===== config.mk =====
export PLATFORM = sky130hd
export DESIGN_NAME = core_dg_dec
export DESIGN_NICKNAME = d
export VERILOG_FILES = /design/src/rtl/core_dg_dec.sv
export SDC_FILE = /design/constraint.sdc
export NUM_CORES = 1
export LEC_CHECK = 0
export CAP_MARGIN = 25
export CORE_ASPECT_RATIO = 1.25
export CORE_MARGIN = 2
export CORE_UTILIZATION = 45
export CTS_CLUSTER_SIZE = 28
export DETAILED_ROUTE_END_ITERATION = 7
export GPL_TIMING_DRIVEN = 0
export HOLD_SLACK_MARGIN = 0.06
export PLACE_DENSITY = 0.77
export SKIP_LAST_GASP = 1
export SYNTH_ARGS = -nofsm -noshare
export SYNTH_HDL_FRONTEND = slang
export SYNTH_SLANG_ARGS = --single-unit

===== constraint.sdc =====
create_clock -name clk -period 1.6 [get_ports clk]
set_input_delay 0.32 -clock clk [delete_from_list [all_inputs] [get_ports clk]]
set_output_delay 0.32 -clock clk [all_outputs]
set_load 0.02 [all_outputs]

===== src/rtl/core_dg_dec.sv =====
// core_dg_dec: receive side of the data-guard codec, 11-bit word -> 8-bit payload.
// Hamming(7,4) single-error correction over [10:4]; [3:0] pass through unprotected.
// Ports: clk, reset (async, active-high); in_valid/in_ready/in_data[10:0] input stream;
//   out_valid/out_ready/out_data[7:0], out_corr, out_syn[2:0] output stream and status;
//   cnt_clr / err_cnt[CNT_W-1:0] saturating corrected-word counter.
// Macro CORE_DG_DEC_ERRCNT_EN builds the counter; otherwise err_cnt is tied to 0.
module core_dg_dec #(
  parameter int CNT_W = 8
) (
  input  logic             clk,
  input  logic             reset,
  input  logic             in_valid,
  output logic             in_ready,
  input  logic [10:0]      in_data,
  output logic             out_valid,
  input  logic             out_ready,
  output logic [7:0]       out_data,
  output logic             out_corr,
  output logic [2:0]       out_syn,
  input  logic             cnt_clr,
  output logic [CNT_W-1:0] err_cnt
);

  logic [10:0] c1;
  logic [2:0]  s1;
  logic        v1;
  logic [2:0]  syn;
  logic        adv1;
  logic        adv2;
  logic [3:0]  pos;
  logic [10:0] fix;
  logic [10:0] cc;
  logic [7:0]  dat;

  assign syn[0] = in_data[4] ^ in_data[6] ^ in_data[8] ^ in_data[10];
  assign syn[1] = in_data[5] ^ in_data[6] ^ in_data[9] ^ in_data[10];
  assign syn[2] = in_data[7] ^ in_data[8] ^ in_data[9] ^ in_data[10];

  assign adv2     = !out_valid || out_ready;
  assign adv1     = !v1 || adv2;
  assign in_ready = adv1;

  // Syndrome value s names code bit c[3+s] as the flipped one.
  always_comb begin
    pos = {1'b0, s1} + 4'd3;
    fix = '0;
    if (s1 != 3'd0) fix = 11'd1 << pos;
    cc  = c1 ^ fix;
    dat = {cc[10], cc[9], cc[8], cc[6], cc[3:0]};
  end

  always_ff @(posedge clk or posedge reset) begin
    if (reset) begin
      v1 <= 1'b0;
      c1 <= '0;
      s1 <= '0;
    end else if (adv1) begin
      v1 <= in_valid;
      if (in_valid) begin
        c1 <= in_data;
        s1 <= syn;
      end
    end
  end

  always_ff @(posedge clk or posedge reset) begin
    if (reset) begin
      out_valid <= 1'b0;
      out_data  <= '0;
      out_corr  <= 1'b0;
      out_syn   <= '0;
    end else if (adv2) begin
      out_valid <= v1;
      if (v1) begin
        out_data <= dat;
        out_corr <= (s1 != 3'd0);
        out_syn  <= s1;
      end
    end
  end

`ifdef CORE_DG_DEC_ERRCNT_EN
  localparam logic [CNT_W-1:0] CNT_MAX = '1;

  // Clear wins over a coincident increment.
  always_ff @(posedge clk or posedge reset) begin
    if (reset) begin
      err_cnt <= '0;
    end else if (cnt_clr) begin
      err_cnt <= '0;
    end else if (out_valid && out_ready && out_corr &&
                 err_cnt != CNT_MAX) begin
      err_cnt <= err_cnt + 1'b1;
    end
  end
`else
  logic unused_clr;
  assign unused_clr = cnt_clr;
  assign err_cnt    = '0;
`endif

endmodule


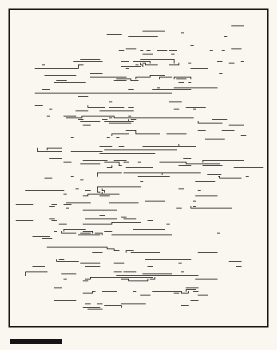
Figure 1: the metal 1 layer.
Scale bar: 10 um.
main direction: horizontal
wire length on this layer: 734 um
share of all routed wire: 40%

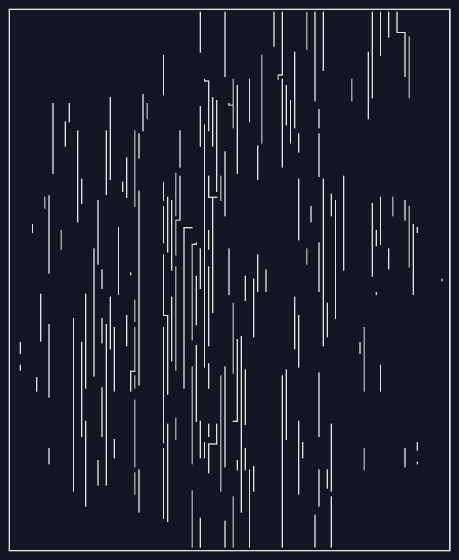
Figure 2: signal wires on met2.
main direction: vertical
nets with wire on the layer: 126

==> ci_impl_report.md <==
## Implementation flow summary

| Metric | Value |
|---|---|
| Grt ovf | 0 |
| Clk sinks | 25 |
| Fmax | between 600 and 700 MHz |
| Crit path time final | between 1000 and 1500 ps |
| Placer Congestion | 0.745 |
| Pleak | roughly 0.71 nW |
| Syn avg cell area | 13.8 um2 |
| Worst Clk Skew | 5.67 ps |
| CTS root buf | clkbuf_4 |
| Req. time, crit path | ~1300 ps |
| TNS Setup | 0 ps |
| Antenna viol nets, final | 0 |
| Crit-path cells | clkdlybuf4s50_1 > nand3b_2 > clkbuf_2 |
| Worst path slowest cell | clkdlybuf4s50_1 |
| Dpl cells | 152 |
| Post-cts hold-fix buffer tally | 0 |
| Crit Reg-Reg Endpoint | c1[6]$_DFFE_PP0P_ |
| Late-Pin Clk Latency | 300 ps |
| Status | finished clean |
| CTS tree | built |
| Die X | 49.3 um |
| Finished Layout Cells | 156 |
| YS chip area | 0.00116 mm2 |
| Slew Limit Fails | 0 |
| Core Region | 0.00243 mm2 |
| Total wire length | approximately 1900 um |
| Global-route wire length before repair | 3170 um |
| I/O Buffers | 28 |
| H-tree levels | 1 |
| Hold violation count in the final report | 0 |
| Log Warnings | 28 |
| Final setup fails | 0 |
| Pwr Density | between 1000 and 1500 mW/mm2 |
| Cell count listed in synth_stat.txt | around 84 |
| Fp util | between 40% and 50% |
| Largest net degree at the start of global routing | 26 |
| CP arrival | between 1000 and 1500 ps |
| Peak supply drop | 0.000854 V |
| Reg-to-reg slack, setup | 300 ps |
| Synth Register Bits | 25 |
| Vias | 715 |
| Drt wl/cell | 11.9 um |
| Warnings, synthesis | 0 |
| Post-synth seq share | 54.1% |
| Nets | 140 |
| Vias in the first global route | between 700 and 800 |
| DRC Markers | 0 |
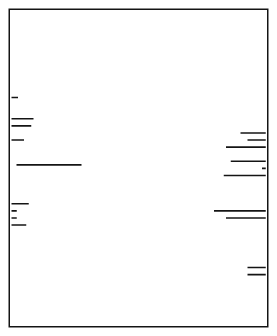
Figure 3: metal 3.
wire length on this layer: 82.2 um
main direction: horizontal
nets with wire on the layer: 18

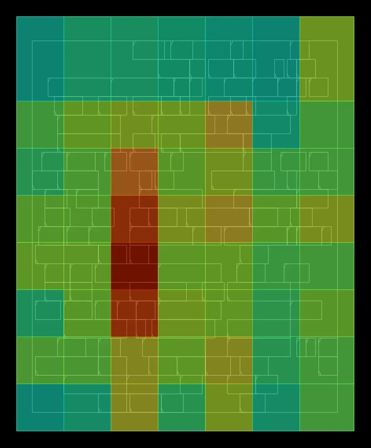
Figure 4: routing congestion map.
GR Util met1: 15.7%
gr usage total: 14.2%
met2 Track Usage GR: 27.0%

-- worst max-delay path by stage --
| stage | start | end | slack [ps] | cells past startpoint |
|---|---|---|---|---|
| 4_1_cts | out_ready | in_ready | -3 | 3 |
| 6_report | out_ready | in_ready | 160 | 3 |
| 2_1_floorplan | out_valid$_DFFE_PP0P_ | c1[0]$_DFFE_PP0P_ | 180 | 4 |
| 3_5_place_dp | out_ready | in_ready | -240 | 3 |
| 3_3_place_gp | out_ready | in_ready | -240 | 3 |
| 5_1_grt | out_ready | in_ready | 130 | 3 |
-- logic make-up after synthesis --
family,synth area share [%]
compound gates,0.974
simple gates,6.28
other cells,0.324
mux,21.4
flops,54.1
buf+inv,7.14
xor+xnor,9.74
-- final cells by class --
type	count	area [um2]
Clock buffer	4	26.3
Inverter	1	3.75
Fill cell	212	896
Timing Repair Buffer	28	282
Sequential cell	25	626
Buffer	10	78.8
Multi-Input combinational cell	55	474
Tap cell	33	41.3
-- flip-flops by register name (all words and copies together), names as in the netlist --
signal     count
out_data       8
v1             1
out_corr       1
out_syn        3
s1             3
out_valid      1
c1             8
-- cell usage after synthesis (all sizes together) --
cell	instances	share of area, %
nand3	1	0.43
nand3b	4	2.9
xor2	2	2.2
a31oi	1	0.54
xnor2	10	7.6
nor3	1	0.43
a21oi	1	0.43
buf	10	6.8
dfrtp	25	54
inv	1	0.32
conb	1	0.32
nand2b	3	1.8
mux2	22	21
nand2	2	0.65
-- per-stage QoR --
stage                     setup WS, ps  utilization (%)
after floorplan                    181                -
final                              165             63.1
after global placement            -243             62.0
after CTS                        -3.13             62.6
after detailed placement          -243             62.0
after global routing               129             63.1
-- where the power goes --
part	switching, W	total [W]	internal [W]
combinational	0.000331	0.000713	0.000382
clock	0.000161	0.000258	0.0000970
sequential	0.000115	0.000915	0.000799
-- critical path: cells and delay by family --
kind / cells / cell delay [ps]
buffers and inverters: 2 / 580
AND/OR/NAND/NOR: 1 / 220
-- routing by layer --
layer / track usage (%) / up-vias / share of wire [%]
met2: 27.0 / 18 / 55
met1: 15.7 / 353 / 40
li1: - / 342 / -
met3: 2.71 / 2 / 4.4
met5: 0 / - / 0
met4: 6.12 / 0 / 0.65
-- timing repair --
item,CTS,global route
pin swaps,0,0
hold endpoints to repair,0,0
endpoints found under the setup margin,8,7
setup buffers,0,0
resized,8,8
No activity file was given, so power comes from the tool's default toggle rates.
